File: src/rtl/mult_share_arbiter.sv
// rtl/mult_share_arbiter.sv - round-robin sharing of one pipelined multiplier among NUM_REQ requesters
module mult_share_arbiter #(
    parameter int NUM_REQ       = 4,
    parameter int ELEMENT_WIDTH = 32,
    parameter int LATENCY       = 2,
    parameter int IDX_W         = $clog2(NUM_REQ)
) (
    input  logic                               clk,
    input  logic                               rst,
    input  logic                               en,
    input  logic [NUM_REQ-1:0]                 req_valid,
    output logic [NUM_REQ-1:0]                 req_ready,
    input  logic [NUM_REQ*ELEMENT_WIDTH-1:0]   req_a,
    input  logic [NUM_REQ*ELEMENT_WIDTH-1:0]   req_b,
    output logic [NUM_REQ-1:0]                 resp_valid,
    output logic [ELEMENT_WIDTH-1:0]           resp_data,
    output logic [ELEMENT_WIDTH-1:0]           mul_a,
    output logic [ELEMENT_WIDTH-1:0]           mul_b,
    output logic                               mul_t,
    input  logic [ELEMENT_WIDTH-1:0]           mul_result,
    output logic [31:0]                        issued_cnt
);

    logic [IDX_W-1:0]   ptr;
    logic [IDX_W-1:0]   gidx;
    logic [IDX_W:0]     cand;
    logic               found;
    logic               armed;
    logic [NUM_REQ-1:0] grant;
    logic [LATENCY-1:0] tag_valid;
    logic [IDX_W-1:0]   tag_idx [LATENCY];

    // armed keeps grants off through the first cycle after reset release
    always_comb begin
        grant = '0;
        gidx  = '0;
        found = 1'b0;
        cand  = '0;
        if (armed && en) begin
            for (int k = 0; k < NUM_REQ; k++) begin
                cand = {1'b0, ptr} + (IDX_W+1)'(k);
                if (cand >= (IDX_W+1)'(NUM_REQ))
                    cand = cand - (IDX_W+1)'(NUM_REQ);
                if (!found && req_valid[cand[IDX_W-1:0]]) begin
                    found = 1'b1;
                    gidx  = cand[IDX_W-1:0];
                end
            end
            if (found)
                grant[gidx] = 1'b1;
        end
    end

    assign req_ready = grant;
    assign mul_t     = found;

    always_comb begin
        mul_a = '0;
        mul_b = '0;
        for (int i = 0; i < NUM_REQ; i++) begin
            if (grant[i]) begin
                mul_a = req_a[i*ELEMENT_WIDTH +: ELEMENT_WIDTH];
                mul_b = req_b[i*ELEMENT_WIDTH +: ELEMENT_WIDTH];
            end
        end
    end

    always_ff @(posedge clk or negedge rst) begin
        if (!rst) begin
            ptr        <= '0;
            armed      <= 1'b0;
            issued_cnt <= '0;
            tag_valid  <= '0;
            for (int l = 0; l < LATENCY; l++)
                tag_idx[l] <= '0;
        end else begin
            armed <= 1'b1;
            if (found) begin
                ptr        <= (gidx == IDX_W'(NUM_REQ-1)) ? '0 : gidx + IDX_W'(1);
                issued_cnt <= issued_cnt + 32'd1;
            end
            tag_valid[0] <= found;
            tag_idx[0]   <= gidx;
            for (int l = 1; l < LATENCY; l++) begin
                tag_valid[l] <= tag_valid[l-1];
                tag_idx[l]   <= tag_idx[l-1];
            end
        end
    end

    always_comb begin
        resp_valid = '0;
        for (int i = 0; i < NUM_REQ; i++)
            resp_valid[i] = tag_valid[LATENCY-1] && (tag_idx[LATENCY-1] == IDX_W'(i));
    end

    assign resp_data = mul_result;

endmodule

File: config.mk
export PLATFORM = sky130hd
export DESIGN_NAME = mult_share_arbiter
export DESIGN_NICKNAME = d
export VERILOG_FILES = /design/src/rtl/mult_share_arbiter.sv
export SDC_FILE = /design/constraint.sdc
export NUM_CORES = 1
export LEC_CHECK = 0
export CORE_AREA = 2 2 169 171
export DETAILED_ROUTE_END_ITERATION = 12
export DIE_AREA = 0 0 171 173
export HOLD_SLACK_MARGIN = 0.15
export PLACE_DENSITY = 0.57
export SETUP_SLACK_MARGIN = 0.05
export SLEW_MARGIN = 40
export SYNTH_ARGS = -nofsm -noshare
export SYNTH_HDL_FRONTEND = slang
export SYNTH_SLANG_ARGS = --single-unit
File: constraint.sdc
create_clock -name clk -period 3.03 [get_ports clk]
set_input_delay 0.303 -clock clk [delete_from_list [all_inputs] [get_ports clk]]
set_output_delay 0.303 -clock clk [all_outputs]
set_load 0.01 [all_outputs]
Fig. 1: routing congestion
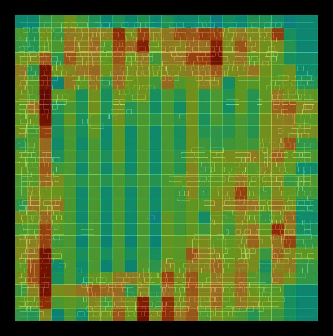
busiest grt layer: met2
Overall Global Routing Usage: 16.3%
global-route track usage on met2: 28.8%
detailed-route wire length per cell: 19.4 um

Fig. 2: close-up of the layout
Window x 116 to 141, y 31 to 56 um. Cells in grey, sequential cells in the stronger grey; small squares are vias.
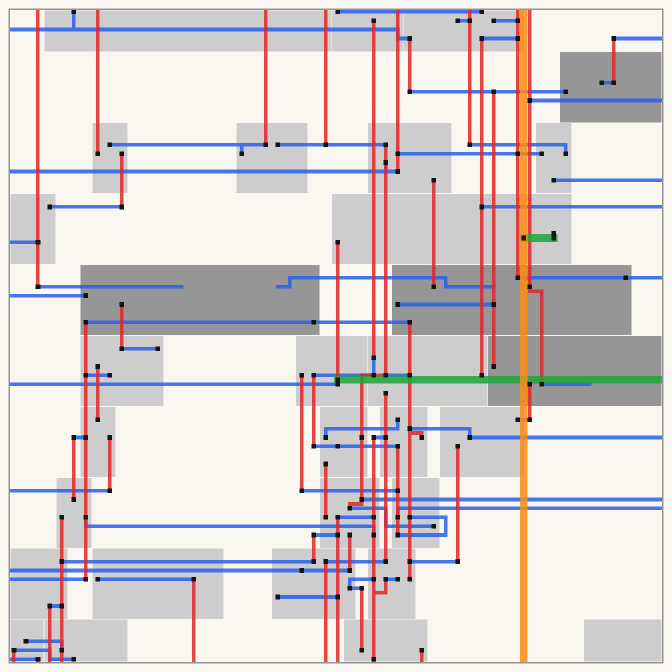
Key: orange = M4; red = M2; green = M3; blue = M1
Sequential cells in the window: 3. 28 logic cells have their middle in the window. Netlist names of flops here include issued_cnt (3).

Fig. 3: supply network
Bar = 50 um. Pins as bars on the die edge. Tap cells in grey.
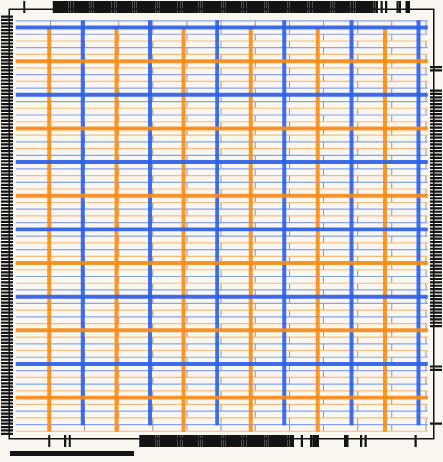
Key: blue = VDD; orange = VSS
12 straps on met4. 432 signal pins sit on the boundary.
Core Area: 27600 sq um
Die Span Y: 173 um

==> impl_metrics.json <==
{
  "num-nonclk-buffers": 425,
  "logic_gates": 459,
  "synth_top_cell_by_count": "nand4_1",
  "placer_congestion_estimate": 0.747,
  "vias_in_the_first_global_route": 6653,
  "grt_setup_unrepaired": "true",
  "ordered_cell_list_for_the_critical_path": "clkdlybuf4s50_1 > inv_1 > and2_2 > buf_12 > nor3_4 > buf_6 > mux2i_1 > o211ai_1 > clkdlybuf4s50_1",
  "setup_violations": 0,
  "worst-endpoint-arrival_ps": 2600,
  "cpMostUsedCell": "clkdlybuf4s50_1",
  "max-clock-path-buffers": 2,
  "floorplan.initialDensity_pct": 19.2,
  "status": "complete, no violations",
  "yosys.stat.chipArea_sq_um": 5310,
  "post-synth-top-area-cell": "dfrtp_1",
  "clk_share_pct": 1.78,
  "chip_area_sq_um": 29600,
  "drt.antenna.violating_nets": 0,
  "clk_root_buffer_cell": "clkbuf_16",
  "fin_crit_ps": 2910,
  "area.share.sequential_pct": 10.6,
  "reg2reg_from": "issued_cnt[2]",
  "wl_met1_um": 11000,
  "flop_area_sq_um": 1030,
  "ys_dominant_reg_cell": "dfrtp_1",
  "wl_met2_um": 12600,
  "cts_tree": "done",
  "dr.max_layer_used": "met4",
  "place.port_buffers": 367,
  "clk_pin_slew_worst_paths_ps": 50,
  "routed-via-count": 6381,
  "layout.cell_area.non_filler_sq_um": 9680,
  "largest_cell_class": "buffers",
  "htree_num_levels": 2
}
-- registers in the layout, summed over array words and instances, names as in the netlist --
| register | cells |
|---|---|
| issued_cnt | 32 |
| tag_idx | 4 |
| ptr | 2 |
| tag_valid | 2 |
| armed | 1 |
-- cells in the final DEF (no fill, tap or decap), types with 19 or more instances in the layout --
cell and instances:
a211o_1 62, a2bb2oi_2 60, buf_12 19, buf_4 31, clkdlybuf4s50_1 300, dfrtp_1 40, dlygate4sd2_1 64, nand2_1 23
nand4_1 70, o21ai_0 49, o31ai_1 62
-- power by group --
part	switching, mW	internal [mW]	total, mW
Combinational	1.31	1.33	2.65
Clock	0.205	0.411	0.616
Sequential	0.0751	0.600	0.676
Total	1.59	2.35	3.94
-- worst paths after layout --
check	endpoint	slack, ps	depth (start not counted)
min in group asynchronous	issued_cnt[10]	550	2
max reg2reg	issued_cnt[31]	1090	6
max	mul_a[26]	120	9
max in group asynchronous	ptr[1]	2100	2
min	tag_idx[0]	350	0
min reg2reg	tag_idx[0]	350	0
-- through the flow --
step                instances  TNS (ps)  total power, mW  utilization [%]  hold WS [ps]
CTS                      1314         0             3.96             34.9           347
detailed placement       1297     -4900             3.35             34.0           319
floorplan                 612         0             2.08                -          7.41
global route             1315         0             4.19             35.0           360
finish                   1315         0             3.94             35.0           346
global placement         1297     -3410             3.35             34.0           332
-- repair_timing --
| action | CTS | global route |
|---|---|---|
| setup buffers | 6 | 1 |
| cloned | 2 | 0 |
| resized | 73 | 5 |
| pin swaps | 1 | 1 |
| hold endpoints to repair | 41 | 0 |
| hold buffers | 1 | 0 |
| setup endpoints to repair | 66 | 23 |
-- critical path, delay by kind of cell --
family,cells,cell delay (ps)
AOI/OAI and AO/OA,1,170
muxes,1,110
and+or+nand+nor,2,400
buffers and inverters,5,1600
Power and IR drop assume default switching activity.
